==> run_1/route_heat.png <==
The die is cut into 37 by 37 equal tiles; dark blue is low, red is high, scaled to the fullest tile. Values are wire area over tile area, all layers added.
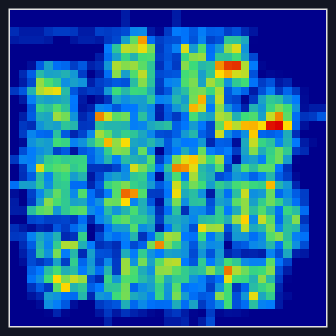
==> run_1/clock_wires.png <==
Scale bar: 50 um.
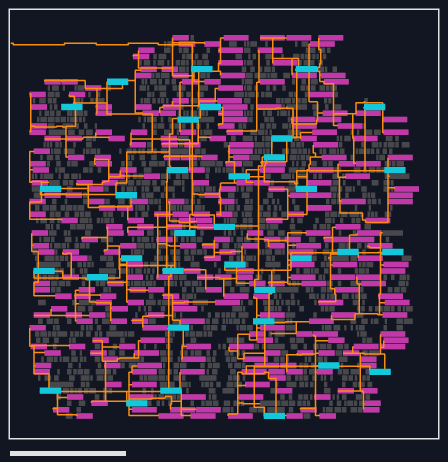
==> run_1/m4.png <==
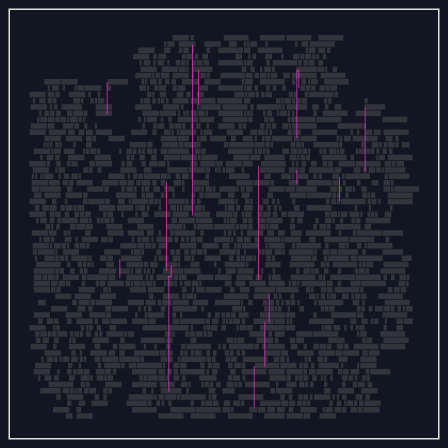
<file path="src/rtl/clock_ctrl_pkg.sv">
// Shared constants and types for the clock's control-input path.
// Channel indices, repeat FSM state and default timing for the conditioner.
package clock_ctrl_pkg;

  localparam int unsigned NUM_CH  = 8;
  localparam int unsigned NUM_BTN = 4;

  // Buttons occupy the low indices so the repeat logic can address them directly
  localparam int unsigned CH_INC_MIN  = 0;
  localparam int unsigned CH_DEC_MIN  = 1;
  localparam int unsigned CH_INC_HOUR = 2;
  localparam int unsigned CH_DEC_HOUR = 3;
  localparam int unsigned CH_SET      = 4;
  localparam int unsigned CH_ALARM    = 5;
  localparam int unsigned CH_MSEL     = 6;
  localparam int unsigned CH_HSEL     = 7;

  localparam int unsigned DEF_DEBOUNCE_CYCLES     = 1_000_000;
  localparam int unsigned DEF_REPEAT_DELAY_CYCLES = 25_000_000;
  localparam int unsigned DEF_REPEAT_RATE_CYCLES  = 5_000_000;

  typedef enum logic [1:0] {
    IDLE,
    DELAY,
    REPEAT
  } rep_state_t;

  // A period of 1 would give $clog2 == 0; keep at least one bit of storage.
  function automatic int unsigned cnt_width(input int unsigned n);
    return (n <= 1) ? 1 : $clog2(n);
  endfunction

endpackage

</file>
<file path="src/rtl/debounce_channel.sv">
// One-bit 2-FF synchronizer followed by a counter debounce.
// INVERT normalises polarity after synchronisation so o_level = 1 means active.
module debounce_channel
  import clock_ctrl_pkg::*;
#(
  parameter int unsigned DEBOUNCE_CYCLES = DEF_DEBOUNCE_CYCLES,
  parameter bit          INVERT          = 1'b0
) (
  input  logic clk,
  input  logic rst,
  input  logic i_pin,
  output logic o_level
);

  localparam int unsigned     CW       = cnt_width(DEBOUNCE_CYCLES);
  localparam logic [CW-1:0]   CNT_LAST = CW'(DEBOUNCE_CYCLES - 1);

  if (DEBOUNCE_CYCLES < 1) begin : g_bad_debounce
    $error("debounce_channel: DEBOUNCE_CYCLES must be >= 1");
  end

  logic [1:0]    r_sync;
  logic          r_level;
  logic [CW-1:0] r_cnt;
  logic          w_synced;

  assign w_synced = r_sync[1] ^ INVERT;
  assign o_level  = r_level;

  // Sync flops reset to the idle pin level so reset release never looks like an edge
  always_ff @(posedge clk) begin
    if (!rst) begin
      r_sync  <= {2{INVERT}};
      r_level <= 1'b0;
      r_cnt   <= '0;
    end else begin
      r_sync <= {r_sync[0], i_pin};
      if (w_synced == r_level) begin
        r_cnt <= '0;
      end else if (r_cnt == CNT_LAST) begin
        r_level <= w_synced;
        r_cnt   <= '0;
      end else begin
        r_cnt <= r_cnt + CW'(1);
      end
    end
  end

endmodule

</file>
<file path="src/rtl/button_conditioner.sv">
// Turns raw board buttons and switches into debounced levels and step pulses
// with hold-to-repeat and opposite-pair conflict suppression.
module button_conditioner
  import clock_ctrl_pkg::*;
#(
  parameter int unsigned DEBOUNCE_CYCLES     = DEF_DEBOUNCE_CYCLES,
  parameter int unsigned REPEAT_DELAY_CYCLES = DEF_REPEAT_DELAY_CYCLES,
  parameter int unsigned REPEAT_RATE_CYCLES  = DEF_REPEAT_RATE_CYCLES,
  parameter bit          BTN_ACTIVE_LOW      = 1'b1
) (
  input  logic clk,
  input  logic rst,
  input  logic incr_min_btn,
  input  logic dec_min_btn,
  input  logic incr_hour_btn,
  input  logic dec_hour_btn,
  input  logic time_mode_switch,
  input  logic alarm_mode_switch_raw,
  input  logic min_select_switch,
  input  logic hour_select_switch,
  output logic inc_min,
  output logic dec_min,
  output logic inc_hour,
  output logic dec_hour,
  output logic set_mode,
  output logic alarm_mode_switch,
  output logic min_select,
  output logic hour_select
);

  localparam int unsigned TMR_MAX = (REPEAT_DELAY_CYCLES > REPEAT_RATE_CYCLES) ?
                                    REPEAT_DELAY_CYCLES : REPEAT_RATE_CYCLES;
  localparam int unsigned   TW         = cnt_width(TMR_MAX);
  localparam logic [TW-1:0] DELAY_LOAD = TW'(REPEAT_DELAY_CYCLES - 1);
  localparam logic [TW-1:0] RATE_LOAD  = TW'(REPEAT_RATE_CYCLES - 1);

  if (REPEAT_DELAY_CYCLES < 1) begin : g_bad_delay
    $error("button_conditioner: REPEAT_DELAY_CYCLES must be >= 1");
  end
  if (REPEAT_RATE_CYCLES < 1) begin : g_bad_rate
    $error("button_conditioner: REPEAT_RATE_CYCLES must be >= 1");
  end

  logic [NUM_CH-1:0]  w_raw;
  logic [NUM_CH-1:0]  w_deb;
  logic [NUM_BTN-1:0] w_partner;

  rep_state_t         r_state [NUM_BTN];
  logic [TW-1:0]      r_tmr   [NUM_BTN];
  logic [NUM_BTN-1:0] r_pulse;

  always_comb begin
    w_raw              = '0;
    w_raw[CH_INC_MIN]  = incr_min_btn;
    w_raw[CH_DEC_MIN]  = dec_min_btn;
    w_raw[CH_INC_HOUR] = incr_hour_btn;
    w_raw[CH_DEC_HOUR] = dec_hour_btn;
    w_raw[CH_SET]      = time_mode_switch;
    w_raw[CH_ALARM]    = alarm_mode_switch_raw;
    w_raw[CH_MSEL]     = min_select_switch;
    w_raw[CH_HSEL]     = hour_select_switch;
  end

  for (genvar ch = 0; ch < NUM_CH; ch++) begin : g_ch
    debounce_channel #(
      .DEBOUNCE_CYCLES (DEBOUNCE_CYCLES),
      .INVERT          ((ch < NUM_BTN) ? BTN_ACTIVE_LOW : 1'b0)
    ) u_deb (
      .clk     (clk),
      .rst     (rst),
      .i_pin   (w_raw[ch]),
      .o_level (w_deb[ch])
    );
  end

  // Partner of each button within its opposite pair (min pair 0/1, hour pair 2/3)
  assign w_partner = {w_deb[CH_INC_HOUR], w_deb[CH_DEC_HOUR],
                      w_deb[CH_INC_MIN],  w_deb[CH_DEC_MIN]};

  // FSMs keep their schedule during a pair conflict; only the pulse is masked
  always_ff @(posedge clk) begin
    if (!rst) begin
      r_pulse <= '0;
      for (int unsigned b = 0; b < NUM_BTN; b++) begin
        r_state[b] <= IDLE;
        r_tmr[b]   <= '0;
      end
    end else begin
      for (int unsigned b = 0; b < NUM_BTN; b++) begin
        r_pulse[b] <= 1'b0;
        case (r_state[b])
          IDLE: begin
            if (w_deb[b]) begin
              r_pulse[b] <= !w_partner[b];
              r_tmr[b]   <= DELAY_LOAD;
              r_state[b] <= DELAY;
            end
          end
          DELAY: begin
            if (!w_deb[b]) begin
              r_state[b] <= IDLE;
            end else if (r_tmr[b] == '0) begin
              r_pulse[b] <= !w_partner[b];
              r_tmr[b]   <= RATE_LOAD;
              r_state[b] <= REPEAT;
            end else begin
              r_tmr[b] <= r_tmr[b] - TW'(1);
            end
          end
          REPEAT: begin
            if (!w_deb[b]) begin
              r_state[b] <= IDLE;
            end else if (r_tmr[b] == '0) begin
              r_pulse[b] <= !w_partner[b];
              r_tmr[b]   <= RATE_LOAD;
            end else begin
              r_tmr[b] <= r_tmr[b] - TW'(1);
            end
          end
          default: r_state[b] <= IDLE;
        endcase
      end
    end
  end

  assign inc_min           = r_pulse[CH_INC_MIN];
  assign dec_min           = r_pulse[CH_DEC_MIN];
  assign inc_hour          = r_pulse[CH_INC_HOUR];
  assign dec_hour          = r_pulse[CH_DEC_HOUR];
  assign set_mode          = w_deb[CH_SET];
  assign alarm_mode_switch = w_deb[CH_ALARM];
  assign min_select        = w_deb[CH_MSEL];
  assign hour_select       = w_deb[CH_HSEL];

endmodule

</file>
<file path="config.mk">
export PLATFORM = sky130hd
export DESIGN_NAME = button_conditioner
export DESIGN_NICKNAME = d
export VERILOG_FILES = /design/src/rtl/clock_ctrl_pkg.sv /design/src/rtl/debounce_channel.sv /design/src/rtl/button_conditioner.sv
export SDC_FILE = /design/constraint.sdc
export NUM_CORES = 1
export LEC_CHECK = 0
export CAP_MARGIN = 20
export CORE_MARGIN = 8
export CORE_UTILIZATION = 52
export CTS_CLUSTER_SIZE = 28
export DETAILED_ROUTE_END_ITERATION = 8
export HOLD_SLACK_MARGIN = 0.03
export PLACE_DENSITY = 0.68
export SLEW_MARGIN = 30
export SYNTH_ARGS = -nofsm -noshare
export SYNTH_HDL_FRONTEND = slang
export SYNTH_HIERARCHICAL = 1
export SYNTH_SLANG_ARGS = --single-unit
</file>
<file path="constraint.sdc">
create_clock -name clk -period 6.36 [get_ports clk]
set_input_delay 1.272 -clock clk [delete_from_list [all_inputs] [get_ports clk]]
set_output_delay 1.272 -clock clk [all_outputs]
set_load 0.05 [all_outputs]
</file>
==> flow_summary.json, run 1 <==
{
  "n_antenna_cell": 0,
  "status": "completed",
  "postSynthSeqShare": 0.4738,
  "topCellsByArea": "dfxtp_1 25%, edfxtp_1 22%, xnor2_1 8.1%, nor2_1 4.4%, xor2_1 3.1%",
  "fin_util": 0.5908,
  "drtIter0Drc": 576,
  "use_met3": 0.02737,
  "die_h_um": 184.6,
  "h-tree-depth": 2,
  "largestRegisters": "g_ch.u_deb/r_cnt x160, r_tmr x100, g_ch.u_deb/r_sync x16",
  "placed_cells": 1886,
  "ys_sh_adder": 0.02369,
  "syn_nets": 1561,
  "simple_gate_share": 0.2723,
  "grt_pass1_wl_um": 48100,
  "mostFrequentLayoutCells": "188 x dfxtp_1, 172 x nor2_1, 137 x xnor2_1, 108 x edfxtp_1, 85 x nand2_1",
  "grt_pass1_vias": 10484,
  "met2_usage": 0.2694,
  "crit_end": "r_tmr[2][5]$_SDFFCE_PN0P_",
  "dp_hpwl_um": 18450
}
-- route_heat.png (at the start) --
mean over tiles = 0.13
tiles over half the peak = 15%
densest ninth of the die = center
nearly empty tiles = 23%

-- clock_wires.png (at the start) --
flip-flops -> magenta  # count 296
clock wires -> orange  # length 3,730 um
clock-net drivers -> cyan  # count 34
flops lie = all over the die

-- m4.png (at the start) --
wire length on this layer = 381 um
nets with wire on the layer = 8

==> run_1/class_map.png <==
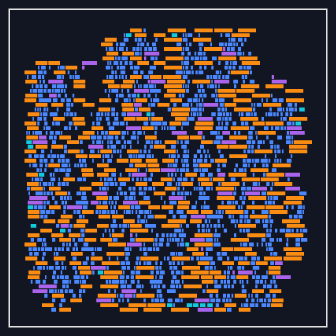

==> inputs of run 2 (changes only) <==
- PLACE_DENSITY: 0.68 -> 0.71
- clock period: 6.36 -> 2.8 ns (I/O delays scaled with it)
==> run_2/class_map.png <==
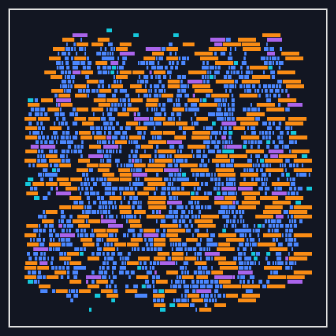
clock drivers and dummy loads -> purple  # cells 62
remaining buffers and delay cells -> cyan  # cells 43
remaining logic cells -> blue  # cells 1,193
sequential cells -> orange  # cells 296

==> run 2 against run 1 <==
Final cell count up 1.3%. Sequential power up 130%. Routed wire length up 2.4%. Count of clock-buffer cells in the layout up 1. Utilization up 0.12 points. Clock skew up 3.5 ps. Worst setup slack worse by 3000 ps. Synthesized cell count unchanged. First-iteration DRC count down 4.0%. Clock power up 110%. Global-route usage up 0.27 points. Largest cell class unchanged.
==> flow_summary.json, run 2 <==
{
  "grt_pass1_vias": 10627,
  "drtIter0Drc": 553,
  "topCellsByArea": "dfxtp_1 25%, edfxtp_1 22%, xnor2_1 8.1%, nor2_1 4.4%, xor2_1 3.1%",
  "fin_util": 0.5920,
  "top_layer_used": "met4",
  "status": "completed",
  "postSynthSeqShare": 0.4738,
  "syn_nets": 1561,
  "die_h_um": 184.6,
  "crit_end": "r_tmr[2][21]$_SDFFCE_PN0P_",
  "dp_hpwl_um": 18960,
  "use_met3": 0.02658,
  "comb_power_uw": 297,
  "logic_area_mm2": 0.007391,
  "synth_warnings": 6,
  "placed_cells": 1910,
  "largestRegisters": "g_ch.u_deb/r_cnt x160, r_tmr x100, g_ch.u_deb/r_sync x16",
  "h-tree-depth": 2,
  "met2_usage": 0.2775,
  "grt_pass1_wl_um": 48560
}
==> run_2/m4.png <==
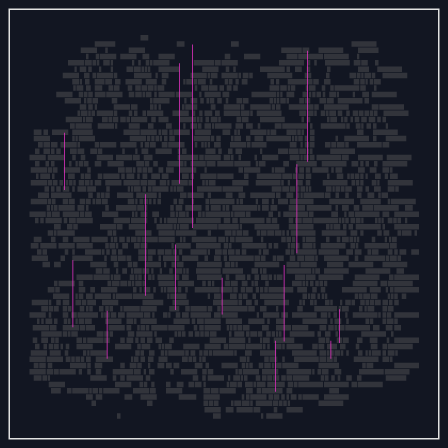
share of all routed wire = 1.6%
main direction = vertical
longest straight run = 78.9 um
wire length on this layer = 453 um

==> run_2/clock_wires.png <==
Scale bar: 50 um.
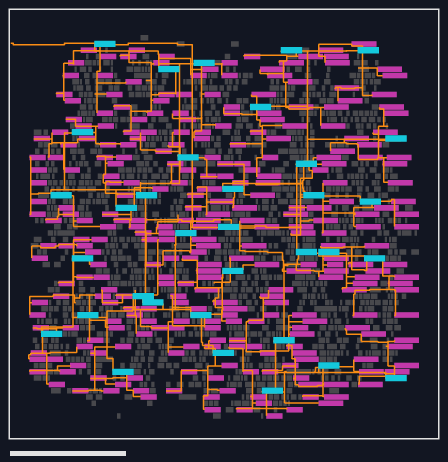

==> inputs of run 3 (changes only) <==
- SETUP_SLACK_MARGIN: not set -> 0.4
- TNS_END_PERCENT: not set -> 100
==> run_3/clock_wires.png <==
Scale bar: 50 um.
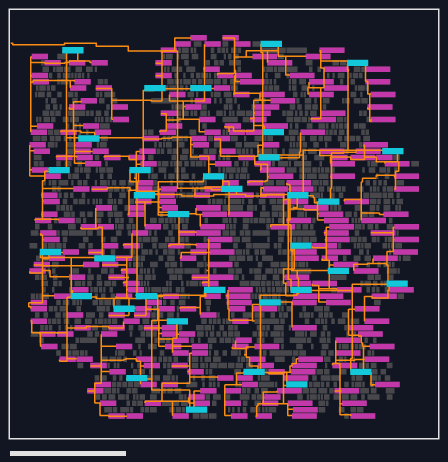
flip-flops -> magenta  # count 296
clock-net drivers -> cyan  # count 34
clock wires -> orange  # length 3,590 um
routed clock nets = 35
flops lie = all over the die

==> run_3/clock_nets.png <==
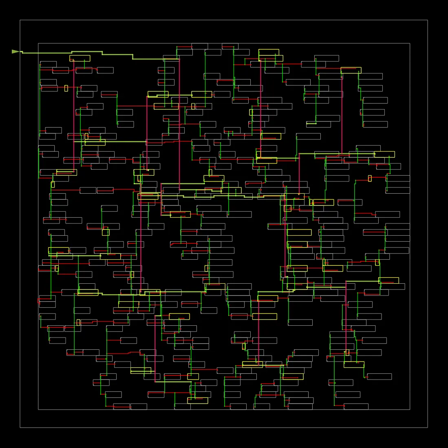
Flops: 296
Late-Pin Clk Latency: 500 ps
clk sink count: 296
Clk power: 4350 uW

==> run 3 against run 2 <==
Synthesized cell count stayed put. First-iteration DRC count is 14% higher. Largest power group unchanged. Worst setup slack better by 210 ps. Clock skew shrank 7.7 ps. Register-to-register slack better by 210 ps. Final cell count increased by 0.41%. Highest routed layer is now met5. Total power grew 0.82%.
==> flow_summary.json, run 3 <==
{
  "simple_gate_share": 0.2723,
  "num_vias": 11071,
  "syn_nets": 1561,
  "grt_pass1_wl_um": 48950,
  "grt_pass1_vias": 10846,
  "gp_congestion": 0.7939,
  "rsz0062_at_grt": "yes",
  "startpoint": "r_tmr[2][0]$_SDFFCE_PN0P_",
  "cts_hold_buf": 0,
  "fin_util": 0.6025,
  "top_layer_used": "met5",
  "top_area_cell": "dfxtp_1",
  "avgSynthCellArea_um2": 9.711,
  "nClkBuffers": 46,
  "ys_sh_adder": 0.02369,
  "num_rows": 61,
  "slew-limit-headroom": 0.5218,
  "largestRegisters": "g_ch.u_deb/r_cnt x160, r_tmr x100, g_ch.u_deb/r_sync x16",
  "crit_end": "r_tmr[2][21]$_SDFFCE_PN0P_",
  "die_h_um": 184.6,
  "comb_cells": 1140,
  "vdd_ir_drop_max_mv": 0.4534,
  "num-nonclk-inverters": 53,
  "max_stage_delay_ps": 570,
  "dp_hpwl_um": 18810,
  "h-tree-depth": 2,
  "die_area_mm2": 0.03409,
  "drtIter0Drc": 633,
  "comb_power_uw": 329,
  "dr_wl_met2_um": 13330,
  "antenna_found_initial": 1,
  "topCellsByArea": "dfxtp_1 25%, edfxtp_1 22%, xnor2_1 8.1%, nor2_1 4.4%, xor2_1 3.1%",
  "largest-register": "g_ch.u_deb/r_cnt",
  "fin_crit_sh": 0.8616,
  "tns_ps": 0,
  "use_met3": 0.02737,
  "setup_slack_ps": 387.5,
  "port_buffers": 17,
  "synth-main-ff-cell": "dfxtp_1",
  "async_flop_share": 0,
  "placed_cells": 1905,
  "postSynthSeqShare": 0.4738,
  "topCombFamilyByArea": "simple AND/OR/NAND/NOR gates",
  "met2_usage": 0.2824,
  "met3_length_um": 902,
  "synth_warnings": 6,
  "status": "completed",
  "worstSetupPathType": "register to register",
  "clk_pin_slew_ps": 60,
  "logic_area_mm2": 0.007602
}
No activity file was given, so power comes from the tool's default toggle rates.
